`src/rtl/estacionamiento_pkg.sv`:
```
// Shared constants for the parking display: active-low gfedcba glyphs and digit count.
package estacionamiento_pkg;

  localparam int NUM_DIGITS = 4;

  localparam logic [6:0] SEG_0     = 7'b1000000;
  localparam logic [6:0] SEG_1     = 7'b1111001;
  localparam logic [6:0] SEG_2     = 7'b0100100;
  localparam logic [6:0] SEG_3     = 7'b0110000;
  localparam logic [6:0] SEG_4     = 7'b0011001;
  localparam logic [6:0] SEG_5     = 7'b0010010;
  localparam logic [6:0] SEG_6     = 7'b0000010;
  localparam logic [6:0] SEG_7     = 7'b1111000;
  localparam logic [6:0] SEG_L     = 7'b1000111;
  localparam logic [6:0] SEG_I     = 7'b1111001;
  localparam logic [6:0] SEG_B     = 7'b0000011;
  localparam logic [6:0] SEG_F     = 7'b0001110;
  localparam logic [6:0] SEG_U     = 7'b1000001;
  localparam logic [6:0] SEG_BLANK = 7'b1111111;

  function automatic logic [6:0] seg_digito(input logic [2:0] n);
    logic [6:0] g;
    case (n)
      3'd0:    g = SEG_0;
      3'd1:    g = SEG_1;
      3'd2:    g = SEG_2;
      3'd3:    g = SEG_3;
      3'd4:    g = SEG_4;
      3'd5:    g = SEG_5;
      3'd6:    g = SEG_6;
      3'd7:    g = SEG_7;
      default: g = SEG_BLANK;
    endcase
    return g;
  endfunction

endpackage

```
`src/rtl/divisor_tick.sv`:
```
// Free-running modulo-DIV counter with enable and synchronous clear; tick marks the terminal count.
module divisor_tick #(
  parameter int DIV = 4
) (
  input  logic clk,
  input  logic reset,
  input  logic en,
  input  logic clr,
  output logic tick
);

  localparam int W = (DIV > 1) ? $clog2(DIV) : 1;
  localparam logic [W-1:0] TERM = W'(DIV - 1);

  logic [W-1:0] cnt_r;

  // Counter advances only when enabled; clear dominates so a stopped divisor restarts from zero.
  always_ff @(posedge clk or negedge reset) begin
    if (!reset) begin
      cnt_r <= {W{1'b0}};
    end else if (clr) begin
      cnt_r <= {W{1'b0}};
    end else if (en) begin
      if (cnt_r == TERM) cnt_r <= {W{1'b0}};
      else               cnt_r <= cnt_r + W'(1);
    end else begin
      cnt_r <= cnt_r;
    end
  end

  assign tick = en & ~clr & (cnt_r == TERM);

endmodule

```
`src/rtl/display_estacionamiento.sv`:
```
// 4-digit multiplexed display of the parking count ("LIb n" / blinking "FUL n") plus entry/exit/full LEDs.
module display_estacionamiento
  import estacionamiento_pkg::*;
#(
  parameter int REFRESH_DIV = 50000,
  parameter int BLINK_DIV   = 25000000,
  parameter int PULSE_LEN   = 50000000,
  parameter int CAPACIDAD   = 7
) (
  input  logic                  clk,
  input  logic                  reset,
  input  logic [2:0]            cantidad,
  output logic [6:0]            seg,
  output logic [NUM_DIGITS-1:0] an,
  output logic                  led_entrada,
  output logic                  led_salida,
  output logic                  led_lleno
);

  localparam int PW = (PULSE_LEN > 1) ? $clog2(PULSE_LEN) : 1;
  localparam logic [PW-1:0] PULSE_LOAD = PW'(PULSE_LEN - 1);

  logic                  full_s, refresh_tick_s, blink_tick_s, disp_on_s;
  logic                  inc_s, dec_s;
  logic [1:0]            idx_r;
  logic                  phase_r, first_r;
  logic [2:0]            prev_r;
  logic [PW-1:0]         ent_cnt_r, sal_cnt_r;
  logic [6:0]            seg_s;
  logic [NUM_DIGITS-1:0] an_s;

  assign full_s = (cantidad >= 3'(CAPACIDAD));
  // Leaving full shows the display in the very cycle the phase register is forced back on.
  assign disp_on_s = ~full_s | phase_r;
  assign inc_s = ~first_r & (cantidad > prev_r);
  assign dec_s = ~first_r & (cantidad < prev_r);

  divisor_tick #(.DIV(REFRESH_DIV)) u_refresh (
    .clk(clk), .reset(reset), .en(1'b1), .clr(1'b0), .tick(refresh_tick_s)
  );

  divisor_tick #(.DIV(BLINK_DIV)) u_blink (
    .clk(clk), .reset(reset), .en(full_s), .clr(~full_s), .tick(blink_tick_s)
  );

  // Glyph and digit-enable selection for the current scan index.
  always_comb begin
    seg_s = SEG_BLANK;
    an_s  = 4'b1111;
    if (disp_on_s) begin
      an_s = ~(4'b0001 << idx_r);
      case (idx_r)
        2'd0:    seg_s = seg_digito(cantidad);
        2'd1:    seg_s = full_s ? SEG_L : SEG_B;
        2'd2:    seg_s = full_s ? SEG_U : SEG_I;
        2'd3:    seg_s = full_s ? SEG_F : SEG_L;
        default: seg_s = SEG_BLANK;
      endcase
    end else begin
      seg_s = SEG_BLANK;
      an_s  = 4'b1111;
    end
  end

  // Scan index, blink phase and the registered display/full outputs.
  always_ff @(posedge clk or negedge reset) begin
    if (!reset) begin
      idx_r     <= 2'd0;
      phase_r   <= 1'b1;
      seg       <= SEG_BLANK;
      an        <= 4'b1111;
      led_lleno <= 1'b0;
    end else begin
      idx_r     <= refresh_tick_s ? idx_r + 2'd1 : idx_r;
      if (!full_s)           phase_r <= 1'b1;
      else if (blink_tick_s) phase_r <= ~phase_r;
      else                   phase_r <= phase_r;
      seg       <= seg_s;
      an        <= an_s;
      led_lleno <= full_s;
    end
  end

  // Count-change detection and retriggerable entry/exit pulses; a new direction cancels the other.
  always_ff @(posedge clk or negedge reset) begin
    if (!reset) begin
      first_r     <= 1'b1;
      prev_r      <= 3'd0;
      ent_cnt_r   <= {PW{1'b0}};
      sal_cnt_r   <= {PW{1'b0}};
      led_entrada <= 1'b0;
      led_salida  <= 1'b0;
    end else begin
      first_r <= 1'b0;
      prev_r  <= cantidad;
      if (inc_s) begin
        ent_cnt_r   <= PULSE_LOAD;
        led_entrada <= 1'b1;
        sal_cnt_r   <= {PW{1'b0}};
        led_salida  <= 1'b0;
      end else if (dec_s) begin
        sal_cnt_r   <= PULSE_LOAD;
        led_salida  <= 1'b1;
        ent_cnt_r   <= {PW{1'b0}};
        led_entrada <= 1'b0;
      end else begin
        ent_cnt_r   <= (ent_cnt_r != {PW{1'b0}}) ? ent_cnt_r - PW'(1) : ent_cnt_r;
        sal_cnt_r   <= (sal_cnt_r != {PW{1'b0}}) ? sal_cnt_r - PW'(1) : sal_cnt_r;
        led_entrada <= (ent_cnt_r != {PW{1'b0}});
        led_salida  <= (sal_cnt_r != {PW{1'b0}});
      end
    end
  end

endmodule

```
`config.mk`:
```
export PLATFORM = sky130hd
export DESIGN_NAME = display_estacionamiento
export DESIGN_NICKNAME = d
export VERILOG_FILES = /design/src/rtl/estacionamiento_pkg.sv /design/src/rtl/divisor_tick.sv /design/src/rtl/display_estacionamiento.sv
export SDC_FILE = /design/constraint.sdc
export NUM_CORES = 1
export LEC_CHECK = 0
export ABC_AREA = 0
export CORE_MARGIN = 5
export CORE_UTILIZATION = 45
export CTS_CLUSTER_SIZE = 25
export DETAILED_ROUTE_END_ITERATION = 12
export GPL_TIMING_DRIVEN = 0
export PLACE_DENSITY = 0.65
export SLEW_MARGIN = 10
export SYNTH_ARGS = -nofsm -noshare
export SYNTH_HDL_FRONTEND = slang
export SYNTH_SLANG_ARGS = --single-unit
```
`constraint.sdc`:
```
create_clock -name clk -period 4.8 [get_ports clk]
set_input_delay 0.48 -clock clk [delete_from_list [all_inputs] [get_ports clk]]
set_output_delay 0.48 -clock clk [all_outputs]
set_load 0.01 [all_outputs]
```
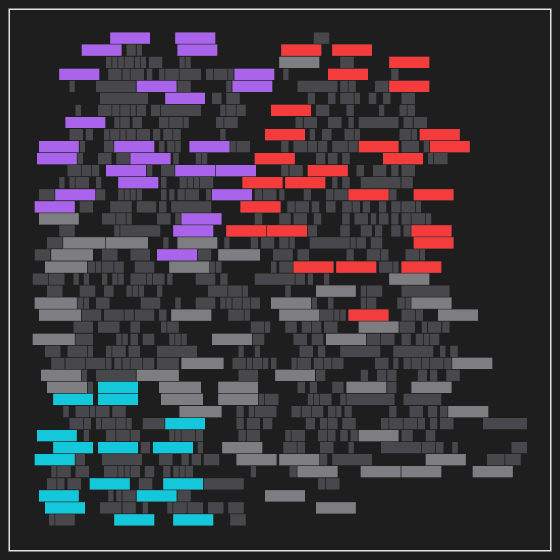
run_1/registers.png
Other sequential cells in the stronger grey, the rest of the logic in the fainter grey.
legend:
  purple:
    name_in_the_netlist: u_blink.cnt_r
    sequential_cells: 25
  cyan:
    name_in_the_netlist: u_refresh.cnt_r
    sequential_cells: 16
    where: lower left
  red:
    name_in_the_netlist: ent_cnt_r
    sequential_cells: 26
not coloured: 47
seq pwr: 1.18 mW
area occupied by registers: 2870 sq um
flop share of the area: 0.428
Post-Route Utilization: 0.538

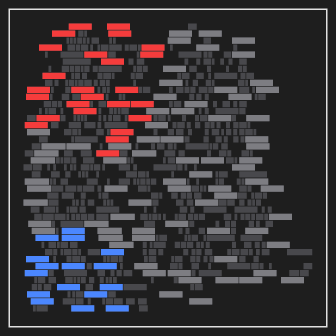
run_1/hierarchy.png
Other sequential cells in the stronger grey, the rest of the logic in the fainter grey.
legend:
  blue:
    scope: u_refresh
    sequential_cells: 16
    where: lower left
  red:
    scope: u_blink
    sequential_cells: 25
not coloured: 73
DIE AREA: 14900 sq um
final standard cell count with taps included and fillers excluded: 790

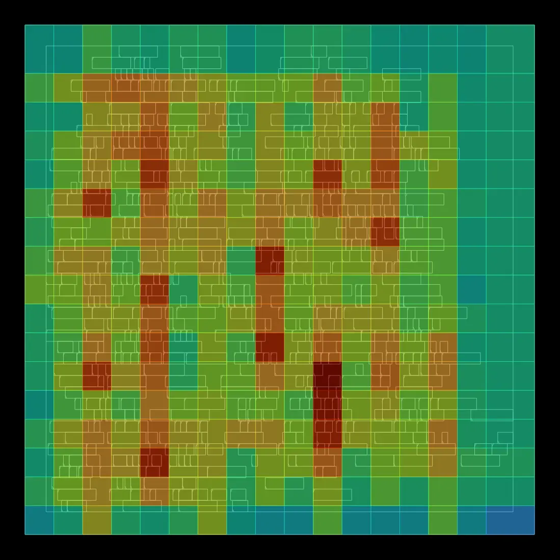
run_1/final_congestion.png
M2 GR Usage: 0.264
average wire length per cell after detail routing: 14.0 microns
GRT Util Overall: 0.166
busiest layer in global routing: met2

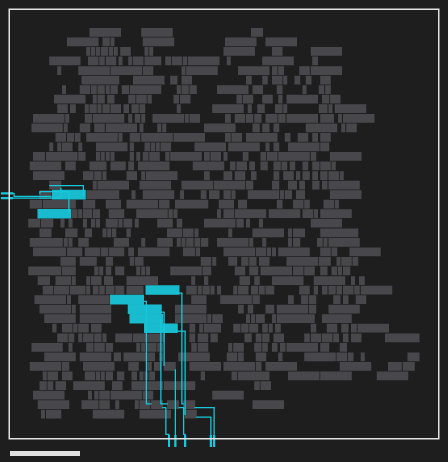
run_1/port_nets.png
Scale bar: 20 microns.
legend:
  cyan:
    port: seg
    direction: output
    edge: 5 bottom, 2 left
    end_cells: 7
    wire: 254 microns
# port buffers: 18
io pins: 19

==> flow_results.org, run 1 <==
* Implementation run

** Layout
- For this run, the script counts the antenna cells in the layout as 0.
- In the final layout, the registers with the most flip-flops are ent_cnt_r x26, sal_cnt_r x26, u_blink.cnt_r x25.
- In the finished layout, the clock tree contains a buffer count of 23.
- Compared with the post-synthesis result, the final layout area differs by 18.9%.
- After layout, the buffer instance count without clock buffers stands at 37.
- Cell kind with the greatest summed area :: sequential cells
- In the final layout, the multi-input gates occupy 2650 sq um.
- Per the layout report, the design carries 15 non-clock inverters.
- Number of fill cells in the layout :: 1087
- The net count of the finished layout is 627.
- Most common library cell in the layout ignoring fill and taps :: sky130_fd_sc_hd__dfrtp_1
- Ratio of cells with drive above 1 in the final layout :: 0.0922
- Logic share of the area :: 0.395
- Share of final layout cell area taken by clock buffers and inverters :: 0.0944
- Number of combinational gates with multiple inputs :: 420

** Timing
- Final worst path period share :: 0.578
- Worst-case headroom to the max-slew limit :: 0.475
- Min setup slack post-route :: 2.02 ns
- Setup repair after global routing left no endpoint under its margin.
- The flow reports an fmax of 360 MHz.

** Power
- Fraction of power consumed by sequential logic :: 0.413
- The flow reported a cell area power density of 424 nW/um^2.
- The share of total power dissipated in the clock network is 0.465.
- Power attributed to the clock group is 1.32 mW.
- Switching component of the power :: 0.725 mW
- Worst voltage drop across the vdd grid :: 0.200 mV
- Combinational group share of total power :: 0.122
- The power report lists cell-internal power as 2.12 mW.
- The completed layout was analyzed and its total power is 2.85 mW.
- The power report puts the leakage power at 2.74 nW.
- In this run, power in combinational logic comes to 0.346 mW.
- Switching power as a fraction of the total was reported as 0.255.

** Routing
- The detailed router placed 4132 vias in this run.
- In the routed layout, each cell is associated on average with a via count of 5.23.
- The violation tally recorded at the end of detailed-routing iteration 0 is 171.
- After detailed routing, the wire length on met1 is 5210 microns.

** Setup path
- Critical path capture point :: ent_cnt_r[22]
- Counting both buffers and inverters, the worst setup path holds a total of 1.
- Counting cells, the worst reg-to-reg path comes to 6.
- The OpenROAD report gives the critical path a data arrival time of 3.04 ns.
- Library cell contributing the largest single delay on the critical path :: sky130_fd_sc_hd__nor4_1
- According to the timing report, the data required time at the worst endpoint equals 5.06 ns.
- The critical path crosses 6 cells after its start point.

** Logic synthesis
- Yosys Warn Count :: 0
- Post-synth area from yosys stat :: 5640 sq um
- Number of instances in the synthesized netlist :: 566
- For this run, the register share of the synthesized area comes to 0.509.
- The post-synth count of flops with an enable pin is 0.
- Leading area contributor after synthesis :: sky130_fd_sc_hd__dfrtp_1
- Complex Gates by Area :: 0.0701
- Yosys reports the multiplexer fraction of the synthesized area as 0.00732.
- In this run the mean area of a mapped cell was 9.97 sq um.
- XOR-XNOR Cells, Area Fraction :: 0.127
- Distinct cell type count after synthesis :: 51

** GRT
- Initial antenna violation count :: 0
- Grt met1 use :: 0.212

** Placed design
- Post-placement cell area :: 6070 sq um
- For this run the detailed placement stage logged an HPWL of 7390 microns.
- Before CTS, the worst setup slack after placement is 1.87 ns.

** Flow run
- Max-Cap Viols :: 0

** Die
- The design received a total of 172 well taps at floorplan.
- According to the floorplan report, the placeable core area is 12500 sq um.

** CTS
- For the worst-skew pair, the clock arrives at the later sink with an insertion delay of 0.42 ns.
- Sink count of the clock tree :: 114
- Post-cts gate resize count :: 0
- Maximum root-to-sink buffer count :: 2
- Counting the buffers created by CTS gives 17.
- Looking at the post-CTS report, the setup buffer insertion count equals 0.

** Hold path
- Startpoint of the worst hold path :: u_blink.cnt_r[0]
- The report gives the cell count of the worst hold path as 1.
- Tightest Hold Check Type :: reg -> reg

** Status
- Run status :: completed
run_1/clock_map.png
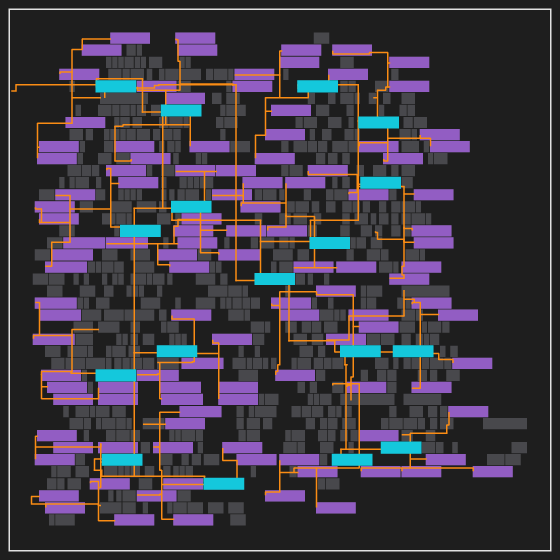

==> inputs of run 2 (changes only) <==
- PLACE_DENSITY: 0.65 -> 0.67
- clock period: 4.8 -> 2.3 ns (I/O delays scaled with it)
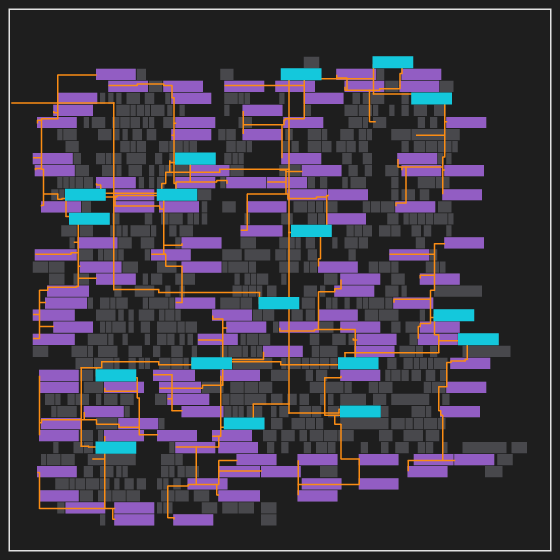
run_2/clock_map.png
legend:
  orange:
    item: clock wires
    length: 1410 microns
  purple:
    item: flip-flops
    count: 114
  cyan:
    item: cells driving clock nets
    count: 17
flops lie: all over the die
clock network power: 2.86 mW
worst setup skew after layout: 0.00628 ns
clock network latency to the later pin of the worst-skew pair: 0.41 ns
Clock power frac: 0.467

==> flow_results.org, run 2 <==
* Implementation run

** Status
- The flow ran to the end, but the final reports show violations.
- The final reports fail on setup timing.

** Logic synthesis
- Per the synthesis report, the AND-OR/OR-AND share of the synthesized area is 0.0701.
- Multiplexer fraction of the synthesized cell area :: 0.00732
- Mean instance size in the synthesized netlist :: 9.97 sq um
- Of the synthesized area, sequential elements account for 0.509.
- Top cells, area :: sky130_fd_sc_hd__dfrtp_1 45%, sky130_fd_sc_hd__xor2_1 7.5%, sky130_fd_sc_hd__dfstp_2 6.1%
- Number of instances in the synthesized netlist :: 566
- Leading area contributor after synthesis :: sky130_fd_sc_hd__dfrtp_1
- Post-synth area from yosys stat :: 5640 sq um
- In this run, the synthesized area fraction spent on and/or/nand/nor cells is recorded as 0.227.
- Yosys Warn Count :: 0
- XOR-XNOR Cells, Area Fraction :: 0.127
- The synthesized design contains 0 enable-type register cells.
- After synthesis, the netlist uses 51 different library cells.

** Setup path
- The critical path ends at sal_cnt_r[16].
- Per the STA report, the cell with the highest stage delay on the worst path is sky130_fd_sc_hd__or4b_1.
- Reg2Reg Depth :: 6
- The STA report counts the stages on the worst setup path as 6.
- CP Data Arrival Time :: 2.67 ns
- Reg-to-Reg End :: sal_cnt_r[16]
- STA classifies the critical path startpoint as a flip-flop.
- Worst EP required :: 2.63 ns
- Crit path capture type :: flip-flop
- Per STA, the worst path is made up of inv_2 > ha_4 > or4b_4 > or4_4 > or4b_1 > a21oi_1.
- Together, buffers and inverters on the worst path number 1.
- Top fanout value on the critical path :: 7

** Placed design
- Post-detail-place hpwl :: 7540 microns
- Logged for this run, the post-placement worst setup slack is -0.494 ns.
- At the end of routability-driven placement, the weighted congestion stood at 0.846.
- Post-placement cell area :: 6080 sq um
- Per the placement log, port buffering inserted 18 buffers.

** Timing
- Counting I/O delays and the setup requirement, the final critical path takes 2.34 ns.
- The end-of-flow timing check tallies setup violations at 1.
- Setup repair after global routing could not meet its margin everywhere.
- Worst-case headroom to the max-slew limit :: 0.463
- Timing would allow up to 427 MHz.
- Final worst path period share :: 1.02
- Once routing completed, OpenROAD measured the worst setup slack at -0.0393 ns.

** Flow run
- The run reported a max-capacitance violation count of 0.

** Layout
- The layout report lists the multi-input gate area as 2750 sq um.
- Leaving out fill and tap cells, the most frequent cell in the layout is sky130_fd_sc_hd__dfrtp_1.
- 0 antenna diodes ended up in the layout.
- The count of cells in the finished layout, fillers not included, comes to 796.
- Number of combinational gates with multiple inputs :: 420
- Logic share of the area :: 0.399
- Among all cell classes, the greatest summed area belongs to sequential cells.
- Measured on the finished design, the core utilization comes to 0.553.
- Relative to the synthesized area, the layout overhead comes to 22.1%.
- After layout, the inverter instance count without clock inverters stands at 15.
- Ratio of cells with drive above 1 in the final layout :: 0.135
- In the final layout, excluding clock buffers the buffer count is 43.
- Measured on the final layout, the clock distribution area share stands at 0.0948.
- Clk_buf instances :: 22
- Post-layout net count :: 633
- Area occupied by registers :: 2870 sq um
- Number of fill cells in the layout :: 1073
- Per the layout area report, the sequential fraction of cell area is 0.417.
- In the final layout, the registers with the most flip-flops are ent_cnt_r x26, sal_cnt_r x26, u_blink.cnt_r x25.

** CTS
- TritonCTS buffer count :: 17
- Per the repair_timing log after CTS, setup buffers inserted total 5.
- Post-cts gate resize count :: 13
- Looking at the clock tree report, the maximum root-to-sink buffer count equals 2.
- The number of clock sinks came to 114.

** Power
- Total leakage power :: 2.81 nW
- Int Power :: 4.60 mW
- Fraction of power consumed by sequential logic :: 0.403
- The script computed the net switching share of total power as 0.249.
- Switching component of the power :: 1.52 mW
- Of all power groups, the one with the highest power is the clock network.
- Looking at the VDD voltage map, the peak drop is 0.607 mV.
- Seq pwr :: 2.47 mW
- Power spread over the standard cell area amounts to 890 nW/um^2.
- In this run, power in combinational logic comes to 0.797 mW.
- Sum of internal, switching and leakage power :: 6.13 mW
- Of the total power, combinational logic draws 0.130.

** Routing
- Wire length on met1 :: 5120 microns
- DR vias :: 4206
- In the routed layout, each cell is associated on average with a via count of 5.28.
- The first detailed-routing pass ran for 4 iterations.
- The routed layout reports a DRC error count of 0.
- Average wire length per cell after detail routing :: 14.1 microns
- For this block, the initial DRC count from the detailed router was 158.

** Die
- For this design the top-level I/O count stands at 19.
- The flow inserted 172 tap cells.
- The overall die size recorded for this design is 14900 sq um.
- The core region is 12500 sq um.

** Hold path
- Tightest Hold Check Type :: in -> async

** GRT
- Global routing put the most usage on met2.
- M2 GR Usage :: 0.277
- met1 track demand over resource after global routing is 0.208.
- For met3 alone, demand over resource in global routing was 0.0571.
- In the global route stage, overall resource usage came out at 0.168.
- Initial antenna violation count :: 0
run_2/hierarchy.png
Other sequential cells in the stronger grey, the rest of the logic in the fainter grey.
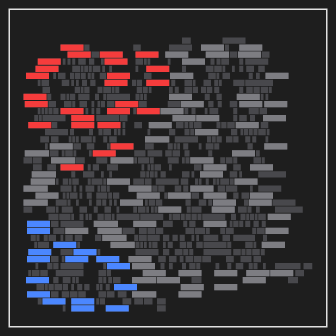

==> inputs of run 3 (changes only) <==
- CORE_ASPECT_RATIO: default -> 0.75
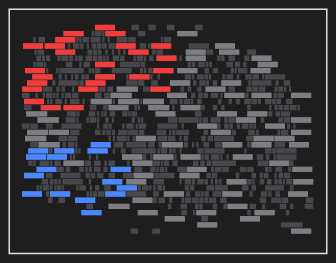
run_3/hierarchy.png
Other sequential cells in the stronger grey, the rest of the logic in the fainter grey.
legend:
  blue:
    scope: u_refresh
    sequential_cells: 16
  red:
    scope: u_blink
    sequential_cells: 25
not coloured: 73
Post-Route Utilization: 0.555
final standard cell count with taps included and fillers excluded: 787
DIE AREA: 14900 sq um

==> flow_results.org, run 3 <==
* Implementation run

** Layout
- For this run, combinational gates with multiple inputs come to 420.
- Area used by multi-input combinational logic :: 2750 sq um
- The final antenna diode tally reported by the flow is 0.
- Flop share of the area :: 0.421
- The final layout contains a sequential cell count of 114.
- Per the layout report, the design carries 1084 filler cells.
- The layout report lists the clock-cell share of area as 0.0891.
- The final layout contains 630 nets.
- The layout summary lists the proportion of cells stronger than drive strength 1 as 0.130.
- Counting the clock-network buffers in the layout gives 23.
- Most common library cell in the layout ignoring fill and taps :: sky130_fd_sc_hd__dfrtp_1
- Cell kind with the greatest summed area :: sequential cells
- The layout report lists the non-clock buffer share of cell area as 0.0474.
- The largest registers in the layout are ent_cnt_r x26, sal_cnt_r x26, u_blink.cnt_r x25.
- Across the whole layout, storage elements account for 2870 sq um.
- Highest-count cells in the layout ignoring fill and taps :: 101 x sky130_fd_sc_hd__dfrtp_1, 70 x sky130_fd_sc_hd__nor2_1, 48 x sky130_fd_sc_hd__xor2_1
- The plain and repair buffers instantiated in the layout total 40.
- Post-route design area :: 6810 sq um
- After layout, the inverter instance count without clock inverters stands at 15.
- Compared with the post-synthesis result, the final layout area differs by 20.7%.
- Logic share of the area :: 0.403

** Hold path
- Tightest Hold Check Type :: in -> async

** CTS
- Hold Buf Count CTS :: 1
- The CTS log lists the clock sinks for this run as 114.
- TritonCTS buffer count :: 17
- Post-CTS Repair Setup Buffers :: 5
- TritonCTS built the clock tree.
- Post-cts gate resize count :: 17
- Maximum root-to-sink buffer count :: 2
- Clock network latency to the later pin of the worst-skew pair :: 0.41 ns
- The clock tree synthesis step divided the H-tree into 4 levels.

** Routing
- The first detailed-routing pass ran for 4 iterations.
- Per-cell via count in the routed design :: 5.33
- Wire length on met1 :: 5750 microns
- Wire segments on met2 add up to 5470 microns in the final route.
- After detailed routing, the total wire length is 11700 microns.
- Top layer used by detailed routing :: met4
- In the detailed route, the total length drawn on met3 is 345 microns.
- DR vias :: 4195
- For this block, the initial DRC count from the detailed router was 247.
- Average wire length per cell after detail routing :: 14.9 microns
- Per the detail_route report, DRC violations left total 0.

** Power
- The power report puts the leakage power at 2.76 nW.
- Of the total power, combinational logic draws 0.131.
- Ranked by power, first place goes to the clock network.
- Int Power :: 4.38 mW
- Clock power frac :: 0.454
- Worst voltage drop across the vdd grid :: 0.585 mV
- Seq pwr :: 2.46 mW
- The analysis attributes to net switching a power of 1.56 mW.
- Sum of internal, switching and leakage power :: 5.94 mW
- Switching power as a fraction of the total was reported as 0.263.
- Per report_power, the Combinational row totals 0.780 mW.
- The clock network consumes a total of 2.69 mW.
- For this design the ratio of total power to cell area is 872 nW/um^2.
- The power report attributes to the sequential group a share of 0.415.

** Setup path
- Cell repeated most along the worst path :: sky130_fd_sc_hd__or4b_4
- Reg2Reg Depth :: 6
- Reg-to-reg setup timing slack :: 0.009 ns
- Critical path depth :: 6
- The worst setup path is captured at a flip-flop.
- Together, buffers and inverters on the worst path number 1.
- The slowest stage of the critical path is the sky130_fd_sc_hd__or4_4 cell.
- Critical path capture point :: sal_cnt_r[16]
- Kind of start point of the critical path :: flip-flop
- The endpoint identified for the worst register-to-register timing path is sal_cnt_r[16].
- Per STA, the startpoint of the critical path is sal_cnt_r[1].
- Crit-path leading delay family :: simple AND/OR/NAND/NOR gates
- Worst EP required :: 2.63 ns
- Top fanout value on the critical path :: 7
- Cell chain of the critical path :: inv_2 > ha_4 > or4b_4 > or4_4 > or4b_4 > a21oi_2
- In this design, the stage delay of the slowest critical-path cell is 0.51 ns.
- CP Data Arrival Time :: 2.62 ns
- Setup CP Type :: reg -> reg
- The startpoint identified for the worst register-to-register timing path is sal_cnt_r[1].

** Status
- The run finished with clean final reports.

** GRT
- The initial antenna violation count is 0.
- First-pass GRT wire length :: 20800 microns
- Routing resource usage on met1 recorded by global route was 0.236.
- Entering global routing, the biggest net connects 91 pins.
- Global routing finished with a remaining overflow of 0.
- Via count of the first global-routing pass :: 4329
- Global routing put the most usage on met2.
- Global routing met3 resource utilization :: 0.0415
- GRT Util Overall :: 0.171
- For met2 alone, demand over resource in global routing was 0.264.

** Die
- Y dimension of the die :: 107 microns
- FP Util :: 0.460
- Io pins :: 19
- Core area :: 12300 sq um
- Tap insertion was completed with 166 tapcells.
- Site Rows :: 35
- From left edge to right edge, the die measures 139 microns.

** Placed design
- # port buffers :: 18
- Cell count after placement :: 751
- Final Wtd Congestion :: 0.788
- Post-detail-place hpwl :: 7740 microns
- Post-placement cell area :: 6070 sq um
- DP Worst Slack :: -0.571 ns

** Timing
- Minimum hold slack :: 0.242 ns
- For the final database, setup skew stands at 0.00920 ns.
- Total count of max-transition violations in the final report :: 0
- Setup repair after global routing could not meet its margin everywhere.
- The last timing report of the flow puts the setup violation total at 0.
- Total count of hold-check failures in the final report :: 0
- Sum of negative setup slack :: 0 ns
- Final worst path period share :: 0.996
- Maximum clock frequency :: 436 MHz
- In this run the tightest slew margin relative to its limit is 0.447.
- Setup slack on the critical path of the routed design comes to 0.00900 ns.
- Period minus WS final :: 2.29 ns

** Flow run
- In this run the maximum-capacitance check reported violations numbering 0.
- Number of warnings in the stage logs :: 35

** Logic synthesis
- Register share after synthesis :: 0.509
- Number of nets at floorplan :: 588
- Ranked by total cell area, the synthesized netlist is headed by sky130_fd_sc_hd__dfrtp_1 45%, sky130_fd_sc_hd__xor2_1 7.5%, sky130_fd_sc_hd__dfstp_2 6.1%.
- Yosys Warn Count :: 0
- Number of instances in the synthesized netlist :: 566
- The synthesis report names the predominant flop master as sky130_fd_sc_hd__dfrtp_1.
- The synthesis stats list as the most numerous cell sky130_fd_sc_hd__dfrtp_1.
- Portion of synthesized cell area occupied by the leading cell type :: 0.448
- Dominant kind of combinational cell :: simple AND/OR/NAND/NOR gates
- Leading area contributor after synthesis :: sky130_fd_sc_hd__dfrtp_1
- Distinct cell type count after synthesis :: 51
- For this run, asynchronously set or reset flops after synthesis account for 1.00.
- The cell-mix breakdown from Yosys lists the XOR/XNOR area share as 0.127.
- Cells in synth_stat.txt :: 566
- The average instance in the mapped netlist occupies 9.97 sq um.
- EDFF count, synth :: 0
- Multiplexer fraction of the synthesized cell area :: 0.00732
- Post-synth area from yosys stat :: 5640 sq um
- Netlist Area Pre-Place :: 5640 sq um
- Of the total synthesized cell area, the portion taken by AND-OR and OR-AND cells is 0.0701.
- Simple Share, Synth :: 0.227
Power and IR drop assume default switching activity.
